<file path="src/rtl/secret_driver_chk_pkg.sv">
// Shared types and constants for the secret_impl stimulus/response checker.
// Contents: FSM state enum, LFSR polynomial, lane widths, accumulator width,
// and the single-step Galois LFSR function used by secret_lfsr.
package secret_drv_pkg;

    typedef enum logic [1:0] {
        ST_IDLE,
        ST_RUN,
        ST_DRAIN,
        ST_DONE
    } drv_state_e;

    localparam int unsigned ACC_W  = 32;
    localparam int unsigned CNT_W  = 16;
    localparam int unsigned W1     = 1;
    localparam int unsigned W8     = 8;
    localparam int unsigned W33    = 33;
    localparam int unsigned W65    = 65;
    localparam int unsigned W129   = 129;

    localparam logic [31:0] LFSR_POLY = 32'h8020_0003;

    // Right-shifting Galois step: the bit shifted out selects the polynomial.
    function automatic logic [31:0] lfsr_step(input logic [31:0] q);
        return (q >> 1) ^ (q[0] ? LFSR_POLY : 32'h0);
    endfunction

endpackage

</file>
<file path="src/rtl/secret_driver_chk_lfsr.sv">
// 32-bit Galois LFSR stimulus source.
// Ports: clk, rst (sync active-high, loads SEED; SEED==0 loads 1),
//        adv (advance one step), q (current state).
module secret_lfsr
    import secret_drv_pkg::*;
#(
    parameter logic [31:0] SEED = 32'h1
) (
    input  logic        clk,
    input  logic        rst,
    input  logic        adv,
    output logic [31:0] q
);

    localparam logic [31:0] SEED_EFF = (SEED == 32'h0) ? 32'h1 : SEED;

    always_ff @(posedge clk) begin
        if (rst) begin
            q <= SEED_EFF;
        end else if (adv) begin
            q <= lfsr_step(q);
        end
    end

endmodule

</file>
<file path="config.mk">
export PLATFORM = sky130hd
export DESIGN_NAME = secret_lfsr
export DESIGN_NICKNAME = d
export VERILOG_FILES = /design/src/rtl/secret_driver_chk_pkg.sv /design/src/rtl/secret_driver_chk_lfsr.sv
export SDC_FILE = /design/constraint.sdc
export NUM_CORES = 1
export LEC_CHECK = 0
export ABC_CLOCK_PERIOD_IN_PS = 2150
export CAP_MARGIN = 20
export CORE_ASPECT_RATIO = 0.6
export CORE_UTILIZATION = 49
export DETAILED_ROUTE_END_ITERATION = 8
export GPL_TIMING_DRIVEN = 0
export PLACE_DENSITY = 0.82
export SYNTH_ARGS = -nofsm -noshare
export SYNTH_HDL_FRONTEND = slang
export SYNTH_SLANG_ARGS = --single-unit
</file>
<file path="constraint.sdc">
create_clock -name clk -period 2.15 [get_ports clk]
set_clock_uncertainty 0.15 [all_clocks]
set_input_delay 0.3225 -clock clk [delete_from_list [all_inputs] [get_ports clk]]
set_output_delay 0.3225 -clock clk [all_outputs]
set_load 0.01 [all_outputs]
</file>
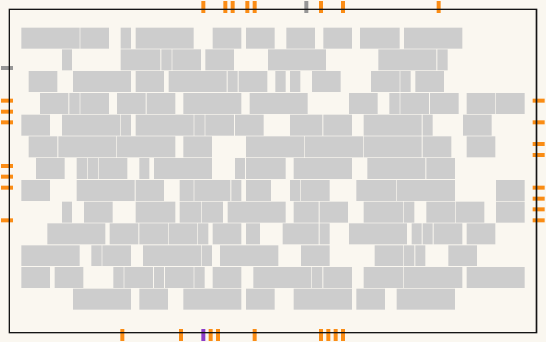
run_1/pinout.png
(8 px per micron) Pins as bars across the die edge, other pins in grey.
purple -> `rst`  # pins 1, direction input, edge bottom
orange -> `q`  # pins 32, direction output, edge 9 bottom, 8 top, 8 right, 7 left

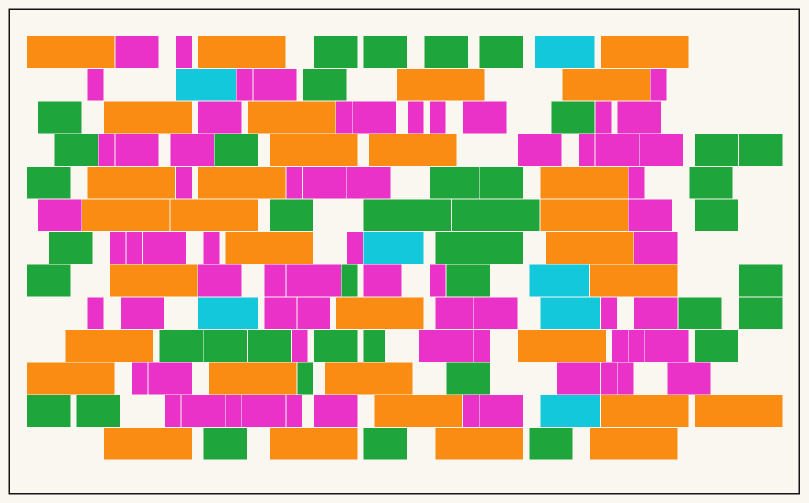
run_1/class_map.png
(12 px per micron)
orange -> sequential cells  # cells 32, share of their area 40%
magenta -> remaining logic cells  # cells 67, share of their area 29%
cyan -> clock drivers and dummy loads  # cells 7, share of their area 5.9%
green -> remaining buffers and delay cells  # cells 40, share of their area 26%
sequential portion of the cell area: 38.6%
Layout Cell Area excl Fill: 0.00166 sq mm
core area: 0.00223 sq mm
number of rows created at floorplan: 13

==> impl_summary.log, run 1 <==
[flow] collecting metrics
INFO  metric result_of_the_run = finished, final reports clean
INFO  metric pg_seq = slightly above 0.0006 W
INFO  metric worst_hold_path_type = input port to flip-flop
INFO  metric globalRouteOverflowTotal = 0
INFO  metric nonClockBufferCount = 40
INFO  metric path_max_fanout = 6
INFO  metric layout-area-overhead-vs-synth = 38.9%
INFO  metric synth.largest_area_cell = sky130_fd_sc_hd__dfxtp_1
INFO  metric yosys_cells = between 100 and 150
INFO  metric pre_placement_core_utilization = 53.6%
INFO  metric critical_path_rt = 1.68 ns
INFO  metric top_regs = q (32)
INFO  metric dp_worst_setup_slack = 0.493 ns
INFO  metric register_clock_pin_slew_on_the_reported_worst_setup_and_hold_paths = 0.06 ns
INFO  metric synthTopCellsByArea = sky130_fd_sc_hd__dfxtp_1 54%, sky130_fd_sc_hd__mux2i_1 24%, sky130_fd_sc_hd__nor2_1 9.7%
INFO  metric highest_layer = met4
INFO  metric detail_route.first_pass.iterations = 4
INFO  metric power.group.top = registers
INFO  metric critical_path.top_delay_family = buffers and inverters
INFO  metric r2r_start = q[0]$_SDFFE_PP1P_
INFO  metric clock.fmax = between 0.5 and 0.6 GHz
INFO  metric rrSetupSlack = roughly 1.2 ns
INFO  metric synth-async-reset-ratio = 0%
INFO  metric placedCellCount = 169
INFO  metric hold_slack = about 0.22 ns
INFO  metric clock-root-buffer = sky130_fd_sc_hd__clkbuf_8
INFO  metric gp_congestion = about 0.67
INFO  metric clk_latency = 0.28 ns
INFO  metric cell_with_the_largest_stage_delay_on_the_worst_path = sky130_fd_sc_hd__clkdlybuf4s50_1
INFO  metric grt.met2_usage = between 20 and 30%
INFO  metric reg2regPathDepth = 2
INFO  metric yosysWarnings = 0
INFO  metric num-nets-final = approximately 150
INFO  metric report.final.slew_viol_count = 0
INFO  metric floorplan.die_area = approximately 0.0026 sq mm
INFO  metric synth_seq_share = between 50% and 60%
INFO  metric xor_share = 1.47%
INFO  metric cp.buffers_inverters = 1
INFO  metric regMostFlops = q
INFO  metric syn_area_per_cell = approximately 11 sq um
INFO  metric wl_met1 = around 1.1 mm
INFO  metric yosys-dominant-comb-family = multiplexers
INFO  metric cts-resized-gates = 0
INFO  metric power_leakage = 0.701 nW
INFO  metric cts_hold_repair.buffers = 0
INFO  metric area_dominant_class = sequential cells
INFO  metric first_iter_violations = 20
INFO  metric power.combinational.total = about 0.000092 W
INFO  metric cell_internal_pwr = around 0.00094 W
INFO  metric mux_area_share = approximately 24%
INFO  metric worst_slew_pin_slew = between 0.4 and 0.5 ns
INFO  metric critical-path-max-stage-delay = slightly below 0.6 ns
INFO  metric ys_sh_aoi = under 10%
INFO  metric setup-tns-final = 0 ns
INFO  metric timing.max_slew.rel_slack = between 60% and 70%
INFO  metric number_of_flops_mapped_to_enable_cells_by_yosys = 0
INFO  metric bufAreaShareNonClock = 25.0%
INFO  metric clk_share = between 5 and 6%
INFO  metric layout.clock_buffers = 7
INFO  metric dp_hpwl = 1.57 mm
INFO  metric drive_above_1_share = around a tenth
INFO  metric yosys_area = between 0.001 and 0.0015 sq mm
INFO  metric io_pins = 35
INFO  metric setup_viol_count_final = 0
INFO  metric switching_power = about 0.00025 W
INFO  metric groute.layer.met1.usage = 22.4%
INFO  metric use_met3 = approximately 7.4%
INFO  metric ir_drop = ~420 uV
INFO  metric post_synth_fa_ha_maj_area_fraction = 0%
INFO  metric cts.sinks = 32
INFO  metric comb_area_share = between 20 and 30%
INFO  metric multi_input_gate_area = between 400 and 500 sq um
INFO  metric ys_ff = 32
INFO  metric worstPathCellList = clkdlybuf4s50_1
INFO  metric min_delay_path_depth = 3
INFO  metric buffer_ports.inserted = 33
INFO  metric worstSetupEndpoint = q[0]
INFO  metric worst_slack = ~0.37 ns
INFO  metric stdcell_count = 176
INFO  metric simple_gate_area_share = slightly above 10%
INFO  metric route.met3.wl = ~130 microns
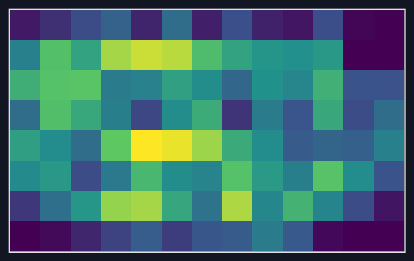
run_1/route_heat.png
(6 px per micron) 13 x 8 tiles, from dark purple (low) to yellow (high), scaled to the fullest tile. Values are wire area over tile area, all layers added.
fullest tile = 0.32
mean over tiles = 0.13
nearly empty tiles = 6.7%
tiles over half the peak = 35%
emptiest ninth of the die = top right
GRT Total Usage: 18.6%
WL final: 2.20 mm
wire length per cell after detailed routing: 12.5 microns
overall via count from detail_route: 836

run_1/clock_nets.png
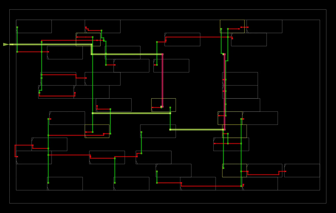

--- run 2 (diff from run 1) ---
--- a/config.mk
+++ b/config.mk
@@ -5,13 +5,13 @@
 export SDC_FILE = /design/constraint.sdc
 export NUM_CORES = 1
 export LEC_CHECK = 0
-export ABC_CLOCK_PERIOD_IN_PS = 2150
+export ABC_CLOCK_PERIOD_IN_PS = 1500
 export CAP_MARGIN = 20
 export CORE_ASPECT_RATIO = 0.6
-export CORE_UTILIZATION = 49
+export CORE_UTILIZATION = 41
 export DETAILED_ROUTE_END_ITERATION = 8
 export GPL_TIMING_DRIVEN = 0
-export PLACE_DENSITY = 0.82
+export PLACE_DENSITY = 0.74
 export SYNTH_ARGS = -nofsm -noshare
 export SYNTH_HDL_FRONTEND = slang
 export SYNTH_SLANG_ARGS = --single-unit
==> constraint.sdc (replaced) <==
create_clock -name clk -period 1.5 [get_ports clk]
set_clock_uncertainty 0.15 [all_clocks]
set_input_delay 0.225 -clock clk [delete_from_list [all_inputs] [get_ports clk]]
set_output_delay 0.225 -clock clk [all_outputs]
set_load 0.01 [all_outputs]
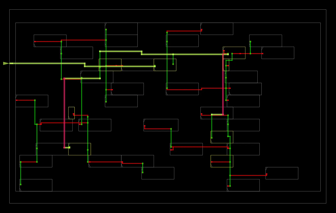
run_2/clock_nets.png
clock latency on the worst-skew pair: 0.28 ns
TritonCTS buffer count: 5
clock sink count: 32

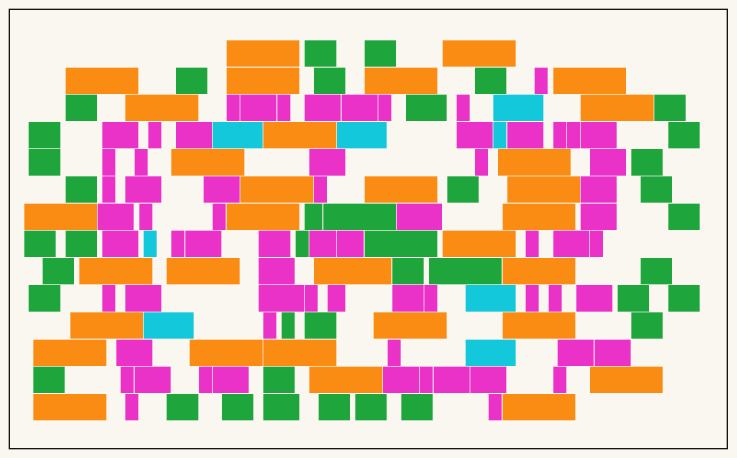
run_2/class_map.png
(10 px per micron)
green -> remaining buffers and delay cells  # cells 40, share of their area 24%
cyan -> clock drivers and dummy loads  # cells 8, share of their area 5.7%
magenta -> remaining logic cells  # cells 67, share of their area 30%
orange -> sequential cells  # cells 32, share of their area 41%

==> impl_summary.log, run 2 <==
[flow] collecting metrics
INFO  metric highest_layer = met4
INFO  metric clock.fmax = between 0.7 and 0.8 GHz
INFO  metric synth_seq_share = 53.7%
INFO  metric final_cell_area = 0.00162 sq mm
INFO  metric simple_gate_area_share = about 10%
INFO  metric dp_hpwl = between 1.5 and 2 mm
INFO  metric bufAreaShareNonClock = a little under a quarter
INFO  metric mux_area_share = about 24%
INFO  metric cts_hold_repair.buffers = 0
INFO  metric yosys-dominant-comb-family = multiplexers
INFO  metric synthTopCellsByArea = sky130_fd_sc_hd__dfxtp_1 54%, sky130_fd_sc_hd__mux2i_1 24%, sky130_fd_sc_hd__nor2_1 9.7%
INFO  metric layout.clock_buffers = 8
INFO  metric seqAreaFraction = roughly two fifths
INFO  metric grt.met2_usage = between 20% and 30%
INFO  metric route.vias.total = about 850
INFO  metric power.group.top = registers
INFO  metric detail_route.wirelength = roughly 2.3 mm
INFO  metric critical_path_rt = approximately 1.1 ns
INFO  metric io_pins = 35
INFO  metric syn_area_per_cell = around 11 sq um
INFO  metric rrSetupSlack = ~0.55 ns
INFO  metric wl_met1 = around 1.1 mm
INFO  metric gp_congestion = about 0.73
INFO  metric min_delay_path_depth = 3
INFO  metric globalRouteOverflowTotal = 0
INFO  metric setup_viol_count_final = 0
INFO  metric yosys_cells = ~110
INFO  metric cell_with_the_largest_stage_delay_on_the_worst_path = sky130_fd_sc_hd__dfxtp_2
INFO  metric floorplan.die_area = 0.00314 sq mm
INFO  metric layout-area-overhead-vs-synth = 35.3%
INFO  metric post_synth_fa_ha_maj_area_fraction = 0%
INFO  metric maxCapViolations = 0
INFO  metric xor_share = 1.47%
INFO  metric clk_share = about 5.6%
INFO  metric report.final.slew_viol_count = 0
INFO  metric top_regs = q (32)
INFO  metric route.met3.wl = 152 microns
INFO  metric cell_internal_pwr = roughly 0.0013 W
INFO  metric worst_slack = between 0.15 and 0.2 ns
INFO  metric synth.largest_area_cell = sky130_fd_sc_hd__dfxtp_1
INFO  metric worstPathCellList = dlygate4sd2_1
INFO  metric ys_ff = 32
INFO  metric core_area = 0.00263 sq mm
INFO  metric num-nets-final = ~150
INFO  metric dp_worst_setup_slack = -0.0687 ns
INFO  metric globalRouteTotalUtil = 16.7%
INFO  metric multi_input_gate_area = 469 sq um
INFO  metric power_leakage = ~0.84 nW
INFO  metric critical-path-max-stage-delay = approximately 0.4 ns
INFO  metric yosysWarnings = 0
INFO  metric yosys_area = approximately 0.0012 sq mm
INFO  metric groute.layer.met1.usage = a little over a fifth
INFO  metric reg2regPathDepth = 2
INFO  metric comb_area_share = about 29%
INFO  metric number_of_flops_mapped_to_enable_cells_by_yosys = 0
INFO  metric number_of_rows_created_at_floorplan = 14
INFO  metric result_of_the_run = finished, final reports clean
INFO  metric switching_power = ~0.00036 W
INFO  metric path_max_fanout = 6
INFO  metric critical_path.top_delay_family = flip-flops
INFO  metric setup-tns-final = 0 ns
INFO  metric placedCellCount = 171
INFO  metric clock-root-buffer = sky130_fd_sc_hd__clkbuf_8
INFO  metric pg_seq = between 0.0008 and 0.0009 W
INFO  metric cp.buffers_inverters = 1
INFO  metric regMostFlops = q
INFO  metric r2r_start = q[0]$_SDFFE_PP1P_
INFO  metric worstSetupEndpoint = q[0]
INFO  metric avgRoutedWirePerCell = 12.7 microns
INFO  metric area_dominant_class = sequential cells
INFO  metric use_met3 = around 7.4%
No activity file was given, so power comes from the tool's default toggle rates.
